[src/rtl/tftlcd_pio_pkg.sv]
// rtl/tftlcd_pio_pkg.sv - shared register offsets and edge encodings for the TFT-LCD PIOs
package tftlcd_pio_pkg;

  localparam logic [1:0] ADDR_DATA    = 2'd0;
  localparam logic [1:0] ADDR_IRQMASK = 2'd1;
  localparam logic [1:0] ADDR_EDGECAP = 2'd2;
  localparam logic [1:0] ADDR_RAW     = 2'd3;

  localparam int EDGE_RISING  = 0;
  localparam int EDGE_FALLING = 1;
  localparam int EDGE_ANY     = 2;

  // True when a debounced transition to new_level counts as an event
  function automatic logic edge_match(input int edge_type, input logic new_level);
    case (edge_type)
      EDGE_RISING:  return new_level;
      EDGE_FALLING: return !new_level;
      default:      return 1'b1;
    endcase
  endfunction

endpackage

[src/rtl/tftlcd_touch_in_pio_if.sv]
// rtl/tftlcd_touch_in_pio_if.sv - Avalon-MM slave register bus for the touch input PIO
interface tftlcd_touch_in_pio_if;

  logic [1:0]  address;
  logic        chipselect;
  logic        write_n;
  logic [31:0] writedata;
  logic [31:0] readdata;

  modport master (
    output address, chipselect, write_n, writedata,
    input  readdata
  );

  modport slave (
    input  address, chipselect, write_n, writedata,
    output readdata
  );

endinterface

[src/rtl/tftlcd_debounce_bit.sv]
// rtl/tftlcd_debounce_bit.sv - one input line: 2-flop synchronizer, debounce counter, edge pulse
module tftlcd_debounce_bit
  import tftlcd_pio_pkg::*;
#(
  parameter int DEBOUNCE_CYCLES = 50000,
  parameter int CNT_W           = 16,
  parameter int EDGE_TYPE       = EDGE_ANY
) (
  input  logic clk,
  input  logic reset,
  input  logic in_i,
  output logic s_o,
  output logic d_o,
  output logic edge_o
);

  localparam logic [CNT_W-1:0] CNT_LAST = CNT_W'(DEBOUNCE_CYCLES - 1);

  logic             meta_q;
  logic             sync_q;
  logic             d_q, d_d;
  logic [CNT_W-1:0] cnt_q, cnt_d;
  logic             settle;

  // Debounce: d follows s only after s has differed for DEBOUNCE_CYCLES straight cycles
  always_comb begin
    d_d    = d_q;
    cnt_d  = cnt_q;
    settle = 1'b0;
    if (sync_q == d_q) begin
      cnt_d = '0;
    end else if (cnt_q == CNT_LAST) begin
      d_d    = sync_q;
      cnt_d  = '0;
      settle = 1'b1;
    end else begin
      cnt_d = cnt_q + CNT_W'(1);
    end
  end

  // Synchronizer and debounce state; reset clears d so no event comes from it
  always_ff @(posedge clk) begin
    if (reset) begin
      meta_q <= 1'b0;
      sync_q <= 1'b0;
      d_q    <= 1'b0;
      cnt_q  <= '0;
    end else begin
      meta_q <= in_i;
      sync_q <= meta_q;
      d_q    <= d_d;
      cnt_q  <= cnt_d;
    end
  end

  assign s_o = sync_q;
  assign d_o = d_q;
  // Pulses in the cycle before d flips, so capture lands on the same edge as d
  assign edge_o = settle & edge_match(EDGE_TYPE, sync_q);

endmodule

[src/rtl/tftlcd_touch_in_pio.sv]
// rtl/tftlcd_touch_in_pio.sv - Avalon-MM input PIO with debounce, edge capture and irq
module tftlcd_touch_in_pio
  import tftlcd_pio_pkg::*;
#(
  parameter int WIDTH           = 3,
  parameter int DEBOUNCE_CYCLES = 50000,
  parameter int CNT_W           = 16,
  parameter int EDGE_TYPE       = EDGE_ANY
) (
  input  logic                  clk,
  input  logic                  reset,
  tftlcd_touch_in_pio_if.slave  bus,
  input  logic [WIDTH-1:0]      in_port,
  output logic                  irq
);

  logic [WIDTH-1:0] s_vec;
  logic [WIDTH-1:0] d_vec;
  logic [WIDTH-1:0] ev_vec;
  logic [WIDTH-1:0] mask_q, mask_d;
  logic [WIDTH-1:0] edgecap_q, edgecap_d;
  logic [WIDTH-1:0] clr_bits;
  logic             wr_en;
  logic [31:0]      rd_data;
  logic             unused_wdata;

  for (genvar i = 0; i < WIDTH; i++) begin : g_bit
    tftlcd_debounce_bit #(
      .DEBOUNCE_CYCLES (DEBOUNCE_CYCLES),
      .CNT_W           (CNT_W),
      .EDGE_TYPE       (EDGE_TYPE)
    ) u_bit (
      .clk    (clk),
      .reset  (reset),
      .in_i   (in_port[i]),
      .s_o    (s_vec[i]),
      .d_o    (d_vec[i]),
      .edge_o (ev_vec[i])
    );
  end

  assign wr_en        = bus.chipselect & ~bus.write_n;
  assign unused_wdata = &{1'b0, bus.writedata};

  // Register updates; a new event outranks a write-1-to-clear on the same bit
  always_comb begin
    mask_d    = mask_q;
    clr_bits  = '0;
    if (wr_en && bus.address == ADDR_IRQMASK) begin
      mask_d = bus.writedata[WIDTH-1:0];
    end
    if (wr_en && bus.address == ADDR_EDGECAP) begin
      clr_bits = bus.writedata[WIDTH-1:0];
    end
    edgecap_d = (edgecap_q & ~clr_bits) | ev_vec;
  end

  // Mask and capture registers
  always_ff @(posedge clk) begin
    if (reset) begin
      mask_q    <= '0;
      edgecap_q <= '0;
    end else begin
      mask_q    <= mask_d;
      edgecap_q <= edgecap_d;
    end
  end

  // Zero-wait read mux; bits above WIDTH read as zero
  always_comb begin
    rd_data = '0;
    case (bus.address)
      ADDR_DATA:    rd_data[WIDTH-1:0] = d_vec;
      ADDR_IRQMASK: rd_data[WIDTH-1:0] = mask_q;
      ADDR_EDGECAP: rd_data[WIDTH-1:0] = edgecap_q;
      ADDR_RAW:     rd_data[WIDTH-1:0] = s_vec;
      default:      rd_data = '0;
    endcase
  end

  assign bus.readdata = rd_data;
  assign irq          = |(edgecap_q & mask_q);

endmodule

[src/flat_wrapper.sv]
// flat-port wrapper written by rule: the top's interface ports become plain ports
module tftlcd_touch_in_pio_flat import tftlcd_pio_pkg::*;
#(
  parameter int WIDTH           = 3,
  parameter int DEBOUNCE_CYCLES = 50000,
  parameter int CNT_W           = 16,
  parameter int EDGE_TYPE       = EDGE_ANY
)
  (clk, reset, in_port, irq, bus_address, bus_chipselect, bus_write_n, bus_writedata, bus_readdata);
  tftlcd_touch_in_pio_if bus_i ();
  input  logic clk;
  input  logic reset;
  input  logic [WIDTH-1:0] in_port;
  output logic irq;
  input wire logic [$bits(bus_i.address)-1:0] bus_address;
  input wire logic [$bits(bus_i.chipselect)-1:0] bus_chipselect;
  input wire logic [$bits(bus_i.write_n)-1:0] bus_write_n;
  input wire logic [$bits(bus_i.writedata)-1:0] bus_writedata;
  output wire logic [$bits(bus_i.readdata)-1:0] bus_readdata;
  assign bus_i.address = bus_address;
  assign bus_i.chipselect = bus_chipselect;
  assign bus_i.write_n = bus_write_n;
  assign bus_i.writedata = bus_writedata;
  assign bus_readdata = bus_i.readdata;
  tftlcd_touch_in_pio #(.WIDTH(WIDTH), .DEBOUNCE_CYCLES(DEBOUNCE_CYCLES), .CNT_W(CNT_W), .EDGE_TYPE(EDGE_TYPE)) u_core (.clk(clk), .reset(reset), .bus(bus_i), .in_port(in_port), .irq(irq));
endmodule
[config.mk]
export PLATFORM = sky130hd
export DESIGN_NAME = tftlcd_touch_in_pio_flat
export DESIGN_NICKNAME = d
export VERILOG_FILES = /design/src/rtl/tftlcd_pio_pkg.sv /design/src/rtl/tftlcd_touch_in_pio_if.sv /design/src/rtl/tftlcd_debounce_bit.sv /design/src/rtl/tftlcd_touch_in_pio.sv /design/src/flat_wrapper.sv
export SDC_FILE = /design/constraint.sdc
export NUM_CORES = 1
export LEC_CHECK = 0
export CAP_MARGIN = 20
export CORE_MARGIN = 5
export CORE_UTILIZATION = 30
export DETAILED_ROUTE_END_ITERATION = 10
export DONT_BUFFER_PORTS = 1
export PLACE_DENSITY = 0.51
export SYNTH_ARGS = -nofsm -noshare
export SYNTH_HDL_FRONTEND = slang
export SYNTH_SLANG_ARGS = --single-unit
[constraint.sdc]
create_clock -name clk -period 2.1 [get_ports clk]
set_input_delay 0.525 -clock clk [delete_from_list [all_inputs] [get_ports clk]]
set_output_delay 0.525 -clock clk [all_outputs]
set_load 0.02 [all_outputs]
Cell classes on the final placement:
Drawn at 4 px/um.
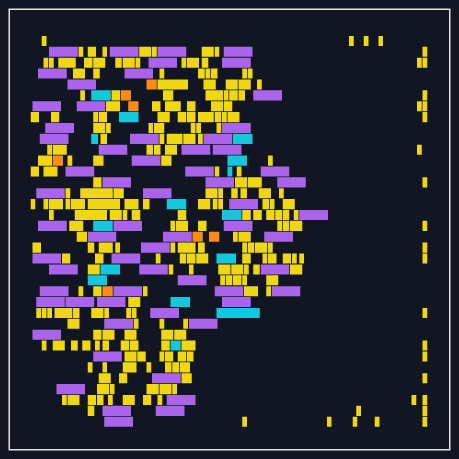
Key: orange = other buffers and delay cells [cells 7]; cyan = clock drivers and dummy loads [cells 15]; purple = flops [cells 63]; yellow = all other logic [cells 258]

Drive-strength map:
Drawn at 3 px/um.
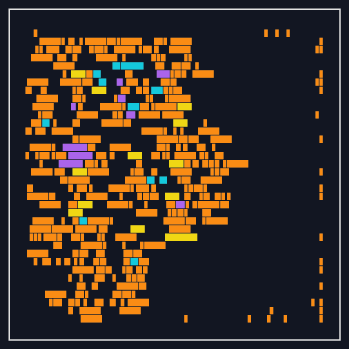
Key: orange = drive 1 or less [cells 311, share 91%]; purple = drive 2 [cells 9, share 2.6%]; cyan = drive 3 to 4 [cells 11, share 3.2%]; yellow = drive 6 and up [cells 12, share 3.5%]
final worst setup slack: 0.343 ns
Layout area overhead: 9.18%
Design Area, Final: 3260 sq um

Met3 routing:
Drawn at 2 px/um. Cells faint in the background.
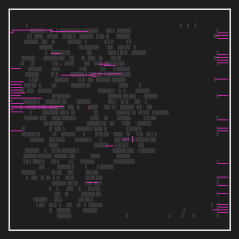
The longest straight run is 26.4 um. The wires run mostly horizontal. The layer holds 6.6% of the routed length. The layer carries 332 um of wire. 41 nets have wire on it.

Cell outlines without signal wires:
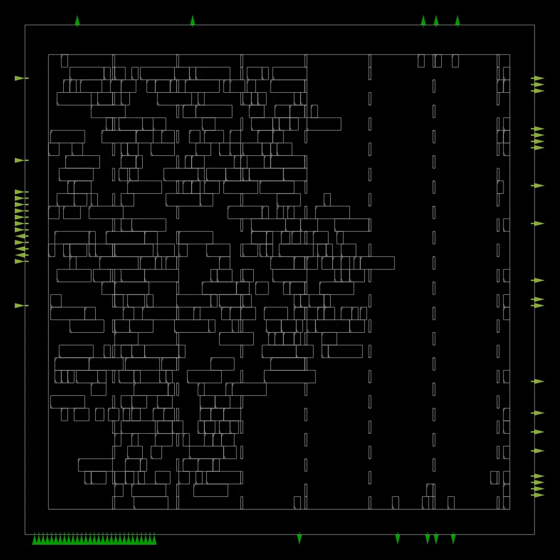
flop share of the area: 0.387
flop count: 63

==> job_summary.md <==
### Flow metrics

| Metric | Value |
|---|---|
| Post-synth EDFFs | 0 |
| DP Area | 3060 sq um |
| Sequential fraction of the synthesis area | 0.423 |
| Top reg by flops | u_core.g_bit.u_bit.cnt_q |
| CTS Hold Bufs | 0 |
| Status | complete, no violations |
| Layout non-clock buf frac | 0.0161 |
| Multi-input gates | 247 |
| Combinational Power Share | 0.034 |
| Fmax | 0.569 GHz |
| Via count | 2121 |
| ClkCell Share | 0.0607 |
| Comb gate area | between 1500 and 2000 sq um |
| Final Util | 0.335 |
| RR Endpoint | u_core.g_bit[1].u_bit.cnt_q[7] |
| Seq pwr share | 0.517 |
| Largest net degree at the start of global routing | 19 |
| RR Startpoint | u_core.g_bit[1].u_bit.cnt_q[12] |
| Library cells used by synthesis | 41 |
| Die Span Y | 110 um |
| Min-Delay Startpoint | reset |
| CTS sink count | about 63 |
| Drt wl/cell | 10.6 um |
| Routed met2 length | between 2 and 2.5 mm |
| CTS resizes | 0 |
| CTS H-Tree Depth | 3 |
| Pre-CTS setup slack | around 0.35 ns |
| Yosys xor share | 0.120 |
| Antenna diodes | 0 |
| Clock root cell | clkbuf_8 |
| Max reg flops | around 48 |
| Sw Pwr | around 0.5 mW |
| Basic Gates by Area | 0.278 |
| Clk. pwr | between 1 and 1.5 mW |
| VDD IR max | between 0.4 and 0.5 mV |
| Layout fillers | 1032 |
| HP Class | in -> reg |
| Ys flop type | dfxtp_1 |
| Final worst path period share | 0.837 |
| Die X | between 100 and 150 um |
| Log Warnings | roughly 55 |
| Fraction of area in multi-input gates | 0.472 |
| Initial antenna violation count | 0 |
| Bufs w/o clock | 7 |
| Late-Pin Clk Latency | approximately 0.32 ns |
| CP Buf/Inv Count | 0 |
| Commonest Layout Cell | dfxtp_1 |
| GRT met1 Usage | 0.115 |
| CP arrival | ~1.2 ns |
| Routed WL | between 5 and 6 mm |
| Cells after Synth | around 330 |
| Most frequent cell after synthesis | dfxtp_1 |
| DR WL met3 | 332 um |
| Slowest-stage cell, CP | mux4_2 |
| Cell area leaders | dfxtp_1 (42%), xnor2_1 (8.5%), buf_4 (7.5%) |
| Dominant kind of cell | combinational gates |
| Peak-usage layer in the global routing report | met2 |
| Residual DRC count | 0 |
| Number of max-cap violations | 0 |
| Vias in the first global route | just under 2000 |
| First-pass DRT Iterations | 4 |
| Max FO, Critical Path | 3 |
| Initial drt markers | roughly 120 |
| Crit path cell chain | mux4_2 |
| Worst Setup EP | bus_readdata[1] |
| Die ar. | between 10000 and 15000 sq um |
| P_comb | 0.0805 mW |
| Total power | roughly 2.3 mW |
| PwrDens | 717 nW/um^2 |
| Syn. warnings | 0 |
| Finished Layout Cells | 476 |
| Pwr top | sequential cells |
| Final setup TNS | 0 ns |
| Adders+Majority by Area | 0.0126 |
| Core ar. | approximately 9700 sq um |
| RSZ-0062 raised after global routing | false |
| Via-per-instance ratio | 4.46 |
| CTS Buf Count | 9 |
| Yosys chip area | around 3000 sq um |
| Global Route met2 Usage | 0.139 |
| Clk_buf instances | 12 |
| P_int | ~1.8 mW |
| Sequential cell area | ~1300 sq um |
| Clock share of power | 0.449 |
| Antenna-violating nets left | 0 |
| CTS max path bufs | 2 |
Power and IR drop assume default switching activity.
